final_clocks.png
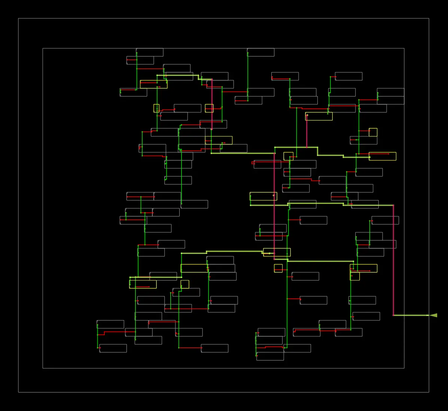
density.png
(3 px per um) The die is cut into 14 by 13 equal tiles; black is low, pale yellow is high, 0 to 100% covered.
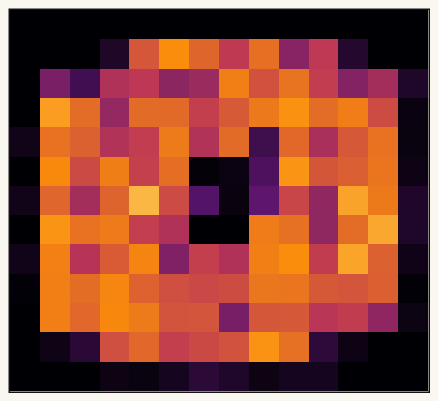
metal_stack.png
(2 px per um)
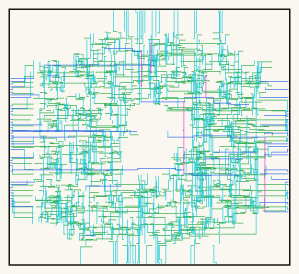
pins.png
(3 px per um) Pins as bars across the die edge, other pins in gray.
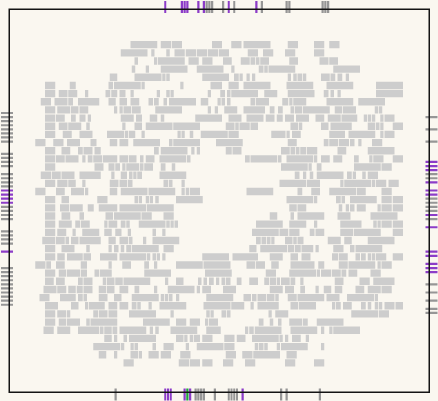
cell_classes.png
(2 px per um)
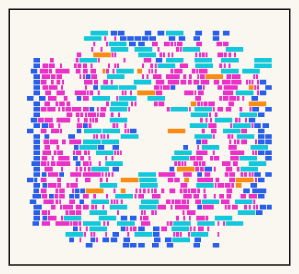
--- src/rtl/csa_pipe_adder.sv ---
// Pipelined carry-select adder/subtractor with a valid/ready stream interface.
// Each of SEGS register stages resolves WIDTH/SEGS bits; all stages stall together.
module csa_pipe_adder #(
    parameter int WIDTH = 32,
    parameter int BLOCK = 4,
    parameter int SEGS  = 2
) (
    input  logic             clk,
    input  logic             rst_n,
    input  logic             in_valid_i,
    output logic             in_ready_o,
    input  logic [WIDTH-1:0] a_i,
    input  logic [WIDTH-1:0] b_i,
    input  logic             cin_i,
    input  logic             sub_i,
    output logic             out_valid_o,
    input  logic             out_ready_i,
    output logic [WIDTH-1:0] sum_o,
    output logic             cout_o,
    output logic             ovf_o
);
    localparam int SEG  = WIDTH / SEGS;
    localparam int NBLK = SEG / BLOCK;

    logic                       stall;
    logic [SEGS-1:0]            vld_q, vld_d;
    logic [SEGS-1:0]            c_q, c_d, cin_s;
    logic [SEGS-1:0][WIDTH-1:0] aw_q, aw_d, bw_q, bw_d, a_s, b_s;
    logic                       ovf_q, ovf_d;
    logic                       unused_bw;

    assign stall      = vld_q[SEGS-1] & ~out_ready_i;
    assign in_ready_o = ~stall;

    // Operand words rotate right by one segment per stage: the segment being
    // added always sits in the low bits, and finished sum bits enter at the top,
    // so after the last stage the a-word holds the complete sum in order.
    genvar k;
    generate
        for (k = 0; k < SEGS; k++) begin : g_stg
            logic [SEG-1:0] ssum;
            logic           blk_c;
            logic [BLOCK:0] r0, r1;

            if (k == 0) begin : g_src
                assign a_s[k]   = a_i;
                assign b_s[k]   = b_i ^ {WIDTH{sub_i}};
                assign cin_s[k] = sub_i | cin_i;
                assign vld_d[k] = in_valid_i;
            end else begin : g_src
                assign a_s[k]   = aw_q[k-1];
                assign b_s[k]   = bw_q[k-1];
                assign cin_s[k] = c_q[k-1];
                assign vld_d[k] = vld_q[k-1];
            end

            // Both carry hypotheses per block; the true block carry picks sum and carry-out.
            always_comb begin
                blk_c = cin_s[k];
                ssum  = '0;
                r0    = '0;
                r1    = '0;
                for (int j = 0; j < NBLK; j++) begin
                    r0 = {1'b0, a_s[k][j*BLOCK +: BLOCK]} + {1'b0, b_s[k][j*BLOCK +: BLOCK]};
                    r1 = {1'b0, a_s[k][j*BLOCK +: BLOCK]} + {1'b0, b_s[k][j*BLOCK +: BLOCK]}
                         + {{BLOCK{1'b0}}, 1'b1};
                    ssum[j*BLOCK +: BLOCK] = blk_c ? r1[BLOCK-1:0] : r0[BLOCK-1:0];
                    blk_c = blk_c ? r1[BLOCK] : r0[BLOCK];
                end
            end

            assign c_d[k] = blk_c;

            if (SEG == WIDTH) begin : g_rot
                assign aw_d[k] = ssum;
                assign bw_d[k] = b_s[k];
            end else begin : g_rot
                assign aw_d[k] = {ssum, a_s[k][WIDTH-1:SEG]};
                assign bw_d[k] = {b_s[k][SEG-1:0], b_s[k][WIDTH-1:SEG]};
            end

            // Carry into the MSB is a^b^sum at that bit.
            if (k == SEGS-1) begin : g_ovf
                assign ovf_d = a_s[k][SEG-1] ^ b_s[k][SEG-1] ^ ssum[SEG-1] ^ blk_c;
            end
        end
    endgenerate

    always_ff @(posedge clk or negedge rst_n) begin
        if (!rst_n) begin
            vld_q <= '0;
            aw_q  <= '0;
            bw_q  <= '0;
            c_q   <= '0;
            ovf_q <= 1'b0;
        end else if (!stall) begin
            vld_q <= vld_d;
            aw_q  <= aw_d;
            bw_q  <= bw_d;
            c_q   <= c_d;
            ovf_q <= ovf_d;
        end
    end

    // The last stage's rotated b-word has no consumer.
    assign unused_bw = ^bw_q[SEGS-1];

    assign out_valid_o = vld_q[SEGS-1];
    assign sum_o       = aw_q[SEGS-1];
    assign cout_o      = c_q[SEGS-1];
    assign ovf_o       = ovf_q;
endmodule

--- config.mk ---
export PLATFORM = sky130hd
export DESIGN_NAME = csa_pipe_adder
export DESIGN_NICKNAME = d
export VERILOG_FILES = /design/src/rtl/csa_pipe_adder.sv
export SDC_FILE = /design/constraint.sdc
export NUM_CORES = 1
export LEC_CHECK = 0
export ABC_CLOCK_PERIOD_IN_PS = 3490
export CAP_MARGIN = 20
export CORE_ASPECT_RATIO = 0.9
export CORE_MARGIN = 8
export CORE_UTILIZATION = 38
export CTS_CLUSTER_SIZE = 16
export DETAILED_ROUTE_END_ITERATION = 8
export SYNTH_ARGS = -nofsm -noshare
export SYNTH_HDL_FRONTEND = slang
export SYNTH_SLANG_ARGS = --single-unit
--- constraint.sdc ---
create_clock -name clk -period 3.49 [get_ports clk]
set_input_delay 0.698 -clock clk [delete_from_list [all_inputs] [get_ports clk]]
set_output_delay 0.698 -clock clk [all_outputs]
set_load 0.005 [all_outputs]
==> Table 3: Implementation characteristics <==
Characteristics after synthesis and place and route

Parameter                              Value

Placement
  Detailed Place HPWL .................. roughly 8500 um
  Placed Instance Area .................. 6580 um^2
  Final weighted congestion in routability-driven placement .................. 0.795
  Placed cells .................. 840

Route
  Number of detailed-routing iterations run before antenna repair .................. 4
  Vias after detailed routing .................. 4139
  Post-DR vias/cell .................. 4.77
  Antenna violation net count after detailed routing .................. 0
  Initial drt markers .................. 155
  Routed wirelength normalized by instance count .................. 13.3 um

Status
  Run status .................. finished, final reports clean

Finish
  Final std cells w/o fill .................. 867
  Post-layout net count .................. 812
  Area growth from synthesis to final layout .................. 34.8%
  Combined flip-flop and latch cell area .................. 2130 um^2
  ANT cells .................. 0
  MI comb area .................. 3000 um^2
  Share of cells above drive strength 1 .................. 11.9%

Critical path
  Startpoint-to-endpoint class of the critical path .................. flip-flop to flip-flop
  Max FO, Critical Path .................. 4
  Arrival @ worst endpoint .................. around 3700 ps
  Type of destination of the critical path .................. flip-flop
  Worst EP required .................. ~3800 ps

STA
  Final worst hold slack .................. 349 ps
  Timing-limited maximum frequency .................. 293 MHz
  Final setup violating endpoints .................. 0
  Number of endpoints with negative hold slack in the final report .................. 0
  Final Cycle Share .................. 97.6%
  Unrepaired setup endpoints after global routing .................. true
  Worst-Margin Slew .................. ~850 ps
  Relative max-transition margin .................. 43.5%
  Post-route minimum period .................. 3410 ps
  Worst setup skew after layout .................. 6.54 ps
  Number of max-slew violations in the final report .................. 0

Pwr
  Sequential share of power .................. 35.8%
  Net switching power .................. 1.38 mW
  Part of the power in the clock network .................. 21.4%
  Net switching share of the total power .................. 33.5%
  Comb power frac .................. 42.9%
  Cell internal power dissipation .................. about 2.7 mW
  Areal power density over the cells .................. 585 nW/um^2
  Highest ir drop seen on vdd .................. between 200 and 250 uV

CTS
  Max Root-Sink Buffers .................. 2
  Max H-tree Level .................. 3
  Clock slew seen by the registers of the worst setup and hold paths .................. 60 ps
  Number of CTS-inserted buffers .................. 9
  Clock tree from TritonCTS .................. done
  Root buffer cell .................. clkbuf_16

Logic synthesis
  Ys async rst share .................. 100%
  Number of nets in the synthesized netlist .................. approximately 700
  Number of cells in the yosys synthesis report .................. 569
  Most popular library cell in the synthesized design by count .................. nand2_1
  Most common flop cell mapped by yosys .................. dfrtp_1
  Synth area leaders .................. dfrtp_1 41%, nand2_1 10%, ha_1 9.6%
  Netlist cell types .................. ~42
  Seq/Total Area, Yosys .................. approximately two fifths
  Area of the synthesized netlist per yosys stat .................. 5220 um^2
  Post-synthesis instance area .................. 5220 um^2
  Area fraction of the dominant cell type after synthesis .................. 40.8%
  Flops & latches, synth .................. 85
  Number of flops mapped to enable cells by yosys .................. 0
  Yosys warning tally .................. 0
  Most frequent cells after synthesis .................. 142 x nand2_1, 85 x dfrtp_1, 42 x xnor2_1

Worst hold path
  Path category of the worst min-delay check .................. input port to asynchronous set/reset pin

Global routing
  Initial antenna violation count .................. 0
  First-pass GRT wire length .................. ~19000 um

Floorplanning
  Floorplan die area .................. 17700 um^2
  Pre-Place Util .................. 39.0%
  Count of boundary I/O pins .................. around 110

Flow run
  Total of max-cap violations .................. 0
  OpenROAD warning count .................. 28
Notes on final_clocks.png above:
total of clock buffers placed in the layout: 9
layout sequential cell count: 85
clock latency on the worst-skew pair: 340 ps

Notes on density.png above:
tiles over 75% full: 6.0%
mean over tiles: 39%
emptiest ninth of the die: north-west
utilization of the core after routing: 52.6%
area of the placeable core: 13400 um^2

Notes on metal_stack.png above:
[green] met1 | wire length: 5210 um
[cyan] met2 | wire length: 5320 um
[magenta] met4 | wire length: 116 um
[blue] met3 | wire length: 847 um
global routing usage summed across all routing layers: 13.3%
overall routed net length: 11500 um

Notes on pins.png above:
[purple] sum_o | pins: 32 | direction: output | edge: 13 east, 8 north, 6 south, 5 west
[green] in_valid_i | pins: 1 | direction: input | edge: south
all pins by edge: 39 west, 28 east, 20 south, 19 north
Buffers on Ports: 105
height of the die: 127 um
horizontal die dimension: 140 um

Notes on cell_classes.png above:
[cyan] flops | cells: 85 | share of their area: 31%
[orange] clock drivers and dummy loads | cells: 16 | share of their area: 4.1%
[blue] other buffers and delay cells | cells: 138 | share of their area: 19%
[magenta] all other logic | cells: 460 | share of their area: 45%
number of cell rows: 40
sequential share of cell area: 30.3%
post-route cell area: 7030 um^2

==> area by class of cell <==
type	instances	share of cell area, %
inverters	26	1.39
repair buffers	138	18.7
well taps	168	2.99
clock buffers	9	3.20
clock inverters	7	0.747
flip-flops and latches	85	30.3
multi-input cells	434	42.7
==> power by group through the flow <==
stage / Clock, mW / Sequential (mW) / Combinational (mW)
6_report: 0.879 / 1.47 / 1.76
5_1_grt: 0.954 / 1.51 / 1.99
4_1_cts: 0.916 / 1.48 / 1.73
3_5_place_dp: 0 / 1.49 / 1.72
3_3_place_gp: 0 / 1.48 / 1.68
2_1_floorplan: 0 / 1.46 / 0.988
==> flip-flops by register name (all words and copies together) (netlist names) <==
| register | cells |
|---|---|
| c_q | 2 |
| sum_o | 32 |
| vld_q | 2 |
| b_s | 16 |
| ovf_o | 1 |
| a_s | 32 |
==> placed cells by master (no fill, tap or decap), types with 21 or more instances in the layout <==
master	Yosys	layout
ha_1	40	34
clkdlybuf4s50_1	0	99
xnor2_1	42	41
a21oi_1	26	26
o21ai_0	39	38
nand2_1	142	142
dfrtp_1	85	85
nor2_1	25	25
buf_4	0	32
xor2_1	33	32
inv_1	26	21
==> metrics by stage <==
step           util, %  power, mW  setup WS (ps)  TNS (ps)
2_1_floorplan        -       2.45           -116      -273
3_3_place_gp      49.2       3.17           -360     -2320
3_5_place_dp      49.2       3.21           -449     -3040
4_1_cts           51.4       4.13           4.27         0
5_1_grt           52.6       4.45          -69.1      -128
6_report          52.6       4.11           82.7         0
==> routing by layer <==
layer	routed length [um]	vias up	global-route usage, %
li1	-	2119	-
met1	5210	1916	15.4
met2	5320	92	22.1
met3	846	12	5.70
met4	115	0	3.74
met5	0	-	0
==> worst max-delay path, cell delays in order (launching register included) <==
cell and delay [ps]:
dfrtp_1 390, ha_2 200, fa_1 550, ha_2 210, inv_2 40, a211oi_2 140
or4b_4 520, a21oi_4 200, mux2i_4 90, buf_6 120, a21oi_4 150, nand4_1 180
xor3_1 390, a21oi_1 140
==> logic make-up after synthesis <==
kind of cell               share of synthesized area, %
muxes                                              1.75
adders and majority gates                          12.7
AOI/OAI and AO/OA                                  10.8
xor gates and xnor gates                           13.4
buffers and inverters                              3.62
and+or+nand+nor                                    17.1
DFF                                                40.8
==> worst paths after layout <==
path / startpoint / cells after the start / slack, ps / end
max: b_s[36] / 13 / 80 / ovf_o
min: rst_n / 1 / 350 / a_s[42]
max reg2reg: b_s[36] / 13 / 80 / ovf_o
min reg2reg: vld_q[0] / 1 / 460 / vld_q[1]
max in group asynchronous: rst_n / 2 / 2530 / sum_o[14]
min in group clk: vld_q[0] / 1 / 460 / vld_q[1]
==> timing repair <==
| action | in CTS | in global routing |
|---|---|---|
| buffers inserted | 1 | 9 |
| pin swaps | 8 | 18 |
| gates resized | 4 | 18 |
| endpoints found under the setup margin | 4 | 5 |
| hold buffers | 0 | 0 |
Power and IR drop assume default switching activity.
